===== src/rtl/seq_det_pkg.sv =====
// seq_det_pkg: shared constants for the serial pattern detector.
//   - default pattern / length used when the top is not overridden
//   - overlap-mode encoding seen on the overlap input
//   - legal parameter ranges checked at elaboration
package seq_det_pkg;

  localparam int         DEF_PAT_LEN = 4;
  localparam logic [3:0] DEF_PATTERN = 4'b1001;

  localparam logic MODE_NONOVL = 1'b0;
  localparam logic MODE_OVL    = 1'b1;

  localparam int PAT_LEN_MIN = 2;
  localparam int PAT_LEN_MAX = 32;
  localparam int CNT_W_MIN   = 1;
  localparam int CNT_W_MAX   = 32;

endpackage


===== src/rtl/seq_det_sat_counter.sv =====
// seq_det_sat_counter: CNT_W-bit saturating up-counter.
//   i_clk    clock
//   i_rst    async active-high reset
//   i_clear  sync clear (priority over i_inc)
//   i_inc    increment request, ignored once saturated
//   o_cnt    counter value
//   o_sat    high while o_cnt is all ones
module seq_det_sat_counter #(
  parameter int CNT_W = 8
) (
  input  logic             i_clk,
  input  logic             i_rst,
  input  logic             i_clear,
  input  logic             i_inc,
  output logic [CNT_W-1:0] o_cnt,
  output logic             o_sat
);

  logic [CNT_W-1:0] r_cnt;

  assign o_cnt = r_cnt;
  assign o_sat = &r_cnt;

  always_ff @(posedge i_clk or posedge i_rst) begin
    if (i_rst)                r_cnt <= '0;
    else if (i_clear)         r_cnt <= '0;
    else if (i_inc && !o_sat) r_cnt <= r_cnt + 1'b1;
  end

endmodule


===== src/rtl/seq_detector_param.sv =====
// seq_detector_param: parametrised serial pattern detector.
//   clk        clock
//   reset      async active-high reset
//   clear      sync clear of history, fill, dout and counter
//   overlap    1 = overlapping, 0 = non-overlapping detection
//   din_valid  qualifies din
//   din        serial bit, first pattern bit = PATTERN MSB
//   dout       registered one-cycle match pulse
//   match_cnt  saturating match count (0 unless SEQ_DET_CNT_EN)
//   cnt_sat    match_cnt at maximum (0 unless SEQ_DET_CNT_EN)
// Build option: define SEQ_DET_CNT_EN to build the match counter.
module seq_detector_param
  import seq_det_pkg::*;
#(
  parameter int                 PAT_LEN = DEF_PAT_LEN,
  parameter logic [PAT_LEN-1:0] PATTERN = DEF_PATTERN,
  parameter int                 CNT_W   = 8
) (
  input  logic             clk,
  input  logic             reset,
  input  logic             clear,
  input  logic             overlap,
  input  logic             din_valid,
  input  logic             din,
  output logic             dout,
  output logic [CNT_W-1:0] match_cnt,
  output logic             cnt_sat
);

  if (PAT_LEN < PAT_LEN_MIN || PAT_LEN > PAT_LEN_MAX) begin : g_bad_pat_len
    $error("seq_detector_param: PAT_LEN out of range");
  end
  if (CNT_W < CNT_W_MIN || CNT_W > CNT_W_MAX) begin : g_bad_cnt_w
    $error("seq_detector_param: CNT_W out of range");
  end

  localparam int FW = $clog2(PAT_LEN + 1);

  logic [PAT_LEN-1:0] r_hist;
  logic [FW-1:0]      r_fill;
  logic               r_dout;

  logic [PAT_LEN-1:0] w_hist_n;
  logic [FW-1:0]      w_fill_n;
  logic               w_match;

  assign w_hist_n = {r_hist[PAT_LEN-2:0], din};
  // fill saturates at PAT_LEN: it only gates the first match after a restart
  assign w_fill_n = (r_fill == FW'(PAT_LEN)) ? r_fill : r_fill + 1'b1;
  assign w_match  = din_valid && !clear &&
                    (w_fill_n == FW'(PAT_LEN)) && (w_hist_n == PATTERN);

  always_ff @(posedge clk or posedge reset) begin
    if (reset) begin
      r_hist <= '0;
      r_fill <= '0;
      r_dout <= 1'b0;
    end else if (clear) begin
      r_hist <= '0;
      r_fill <= '0;
      r_dout <= 1'b0;
    end else if (din_valid) begin
      r_dout <= w_match;
      // non-overlapping: a match consumes its bits, restart collection
      if (w_match && overlap == MODE_NONOVL) begin
        r_hist <= '0;
        r_fill <= '0;
      end else begin
        r_hist <= w_hist_n;
        r_fill <= w_fill_n;
      end
    end else begin
      r_dout <= 1'b0;
    end
  end

  assign dout = r_dout;

`ifdef SEQ_DET_CNT_EN
  seq_det_sat_counter #(.CNT_W(CNT_W)) u_cnt (
    .i_clk   (clk),
    .i_rst   (reset),
    .i_clear (clear),
    .i_inc   (w_match),
    .o_cnt   (match_cnt),
    .o_sat   (cnt_sat)
  );
`else
  assign match_cnt = '0;
  assign cnt_sat   = 1'b0;
`endif

endmodule

===== config.mk =====
export PLATFORM = sky130hd
export DESIGN_NAME = seq_detector_param
export DESIGN_NICKNAME = d
export VERILOG_FILES = /design/src/rtl/seq_det_pkg.sv /design/src/rtl/seq_det_sat_counter.sv /design/src/rtl/seq_detector_param.sv
export SDC_FILE = /design/constraint.sdc
export NUM_CORES = 1
export LEC_CHECK = 0
export CAP_MARGIN = 20
export CELL_PAD_IN_SITES_DETAIL_PLACEMENT = 0
export CELL_PAD_IN_SITES_GLOBAL_PLACEMENT = 1
export CORE_MARGIN = 3
export CORE_UTILIZATION = 33
export CTS_BUF_LIST = sky130_fd_sc_hd__clkbuf_4
export DETAILED_ROUTE_END_ITERATION = 10
export GPL_TIMING_DRIVEN = 0
export PLACE_DENSITY = 0.84
export SETUP_SLACK_MARGIN = 0.1
export SLEW_MARGIN = 15
export SYNTH_ARGS = -nofsm -noshare
export SYNTH_HDL_FRONTEND = slang
export SYNTH_SLANG_ARGS = --single-unit

===== constraint.sdc =====
create_clock -name clk -period 2.32 [get_ports clk]
set_clock_uncertainty 0.2 [all_clocks]
set_input_delay 0.464 -clock clk [delete_from_list [all_inputs] [get_ports clk]]
set_output_delay 0.464 -clock clk [all_outputs]
set_load 0.02 [all_outputs]

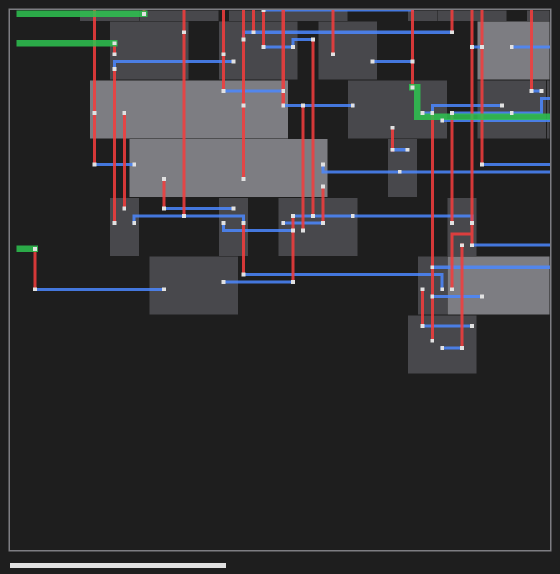
Run 1: close-up of the layout
Scale bar: 10 um. Window x 0 to 25, y 0 to 25 um. Cells in gray, sequential cells in the stronger gray; small squares are vias.
color	layer
green	met3
blue	met1
red	met2
netlist names of flops here include	r_fill (2), r_hist (1)
most frequent	nor2_1 (3), dfrtp_1 (3)
sequential cells in the window	3
cells with their middle in the window	16

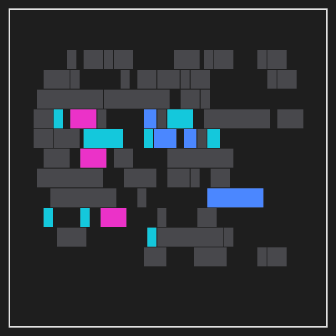
Run 1: logic cells by family
color	family	cells	most used
blue	inverting AOI/OAI gates	4	o21ai_1
cyan	NOR gates	8	nor2_1
magenta	multiplexers	3	mux2i_1

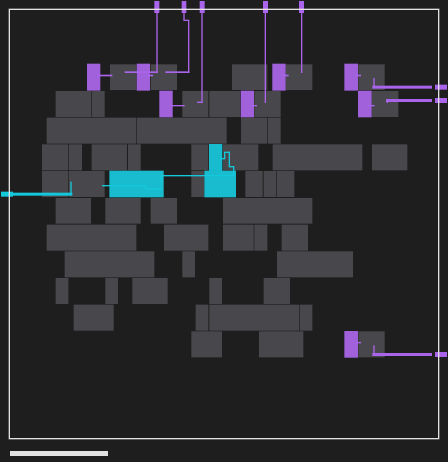
Run 1: wires at chosen ports, followed through buffers
Scale bar: 10 um.
color	port	bits	direction	edge	end cells	buffers	wire
cyan	din	1	input	left	3	1	25.7 um
purple	match_cnt	8	output	5 top, 3 right	8	8	65.6 um

==> results.txt, run 1 <==
Implementation run completed; key figures follow.

Synthesis:
- The run gives the top cell type's share of synthesized area as between 30% and 40%.

Final timing:
- Setup repair after global routing left no endpoint under its margin.
- The run gives the worst-case setup margin in the final layout as a little under 0.5 ns.

Power and ir drop:
- In the power breakdown, the biggest contributor is sequential cells.
- For the combinational group, total power comes out at 71.9 uW.
- The run gives the total net switching power as roughly 90 uW.
- The run puts the total internal power at 241 uW.

Status:
- The run finished with clean final reports.

Setup path:
- The run puts the worst path required time at 1.66 ns.
- STA classifies the critical path endpoint as a primary output.
- The run gives the number of cell instances on the worst register-to-register path as 6.
- Looking at the setup timing report, the critical path kind is flop to primary output.
- For this run, the slowest stage of the critical path takes 0.59 ns.
- The number of buffers and inverters on the critical path is 1.
- The run gives the critical path arrival as 1.16 ns.

Layout:
- The run gives the sequential cell area as 175 um^2.
- The run puts the flip-flop and latch share of the layout cell area at roughly 30%.

Clock tree:
- The run gives the total CTS buffers as 3.
- The run gives the clock-pin transition on the worst setup and hold timing paths as roughly 0.060 ns.
- The run puts the total number of clock tree sinks at 7.
- The skew report gives the latency at the later pin of the worst-skew pair as about 0.26 ns.

Min path:
- The min-delay analysis places its worst path in the category input port to async pin.

Route:
- The run puts the average wire per cell in the routed design at just under 10 um.
- Per the detail_route log, the uppermost layer with routed signals is met3.

Global route:
- The run gives the largest net degree at the start of global routing as 8.

Die:
- The floorplan step records an initial core utilization of 38.3%.

Run:
- The run puts the count of max-cap constraint violations at 0.
--- run 2 (diff from run 1) ---
==> constraint.sdc (replaced) <==
create_clock -name clk -period 1.8 [get_ports clk]
set_clock_uncertainty 0.2 [all_clocks]
set_input_delay 0.36 -clock clk [delete_from_list [all_inputs] [get_ports clk]]
set_output_delay 0.36 -clock clk [all_outputs]
set_load 0.02 [all_outputs]
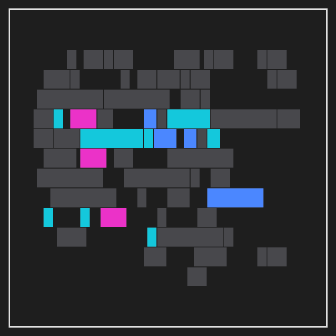
Run 2: logic cells by family
color	family	cells	most used
magenta	multiplexers	3	mux2i_1
cyan	NOR gates	8	nor2_1
blue	inverting AOI/OAI gates	4	o21ai_1

==> run 2 against run 1 <==
  * Power rose by 35%
  * Clock power grew about 30%
  * Critical path depth grew 5
  * Via count increased by 0.92%
  * Sequential share of layout area down 1.8 points
  * Final cell count grew 1.3%
  * Critical endpoint is now r_hist[0]$_DFFE_PP0P_
==> results.txt, run 2 <==
Implementation run completed; key figures follow.

Power and ir drop:
- The flow reports power dissipated in combinational cells as roughly 110 uW.
- The run puts the total net switching power at 127 uW.
- The run puts the total internal power at about 320 uW.

Synthesis:
- The run puts the top cell type's share of synthesized area at 37.6%.

Die:
- Before placement the cells fill a little under two fifths of the core.

Setup path:
- The run puts the critical path arrival at between 1.5 and 2 ns.
- The timing report notes that buffer and inverter cells on the critical path total 1.
- The run puts the longest individual stage delay on the worst path at roughly 0.39 ns.
- The run puts the number of cell instances on the worst register-to-register path at 6.
- The run gives the kind of capture point of the worst setup path as a flop.
- By startpoint and endpoint, the worst setup path is classified as flop to flop.
- The run puts the worst path required time at about 1.7 ns.

Global route:
- Entering global routing, the biggest net connects 8 pins.

Clock tree:
- The run puts the clock-pin transition on the worst setup and hold timing paths at 0.06 ns.
- The run puts the total number of clock tree sinks at 7.
- The run puts the total CTS buffers at 3.
- The run gives the clock network latency to the later pin of the worst-skew pair as ~0.26 ns.

Layout:
- Per the layout area report, the register area comes to between 150 and 200 um^2.

Min path:
- In this run the worst hold path is classified as input port to async pin.

Status:
- The run finished with clean final reports.
Power is estimated from default activity; no workload was simulated.
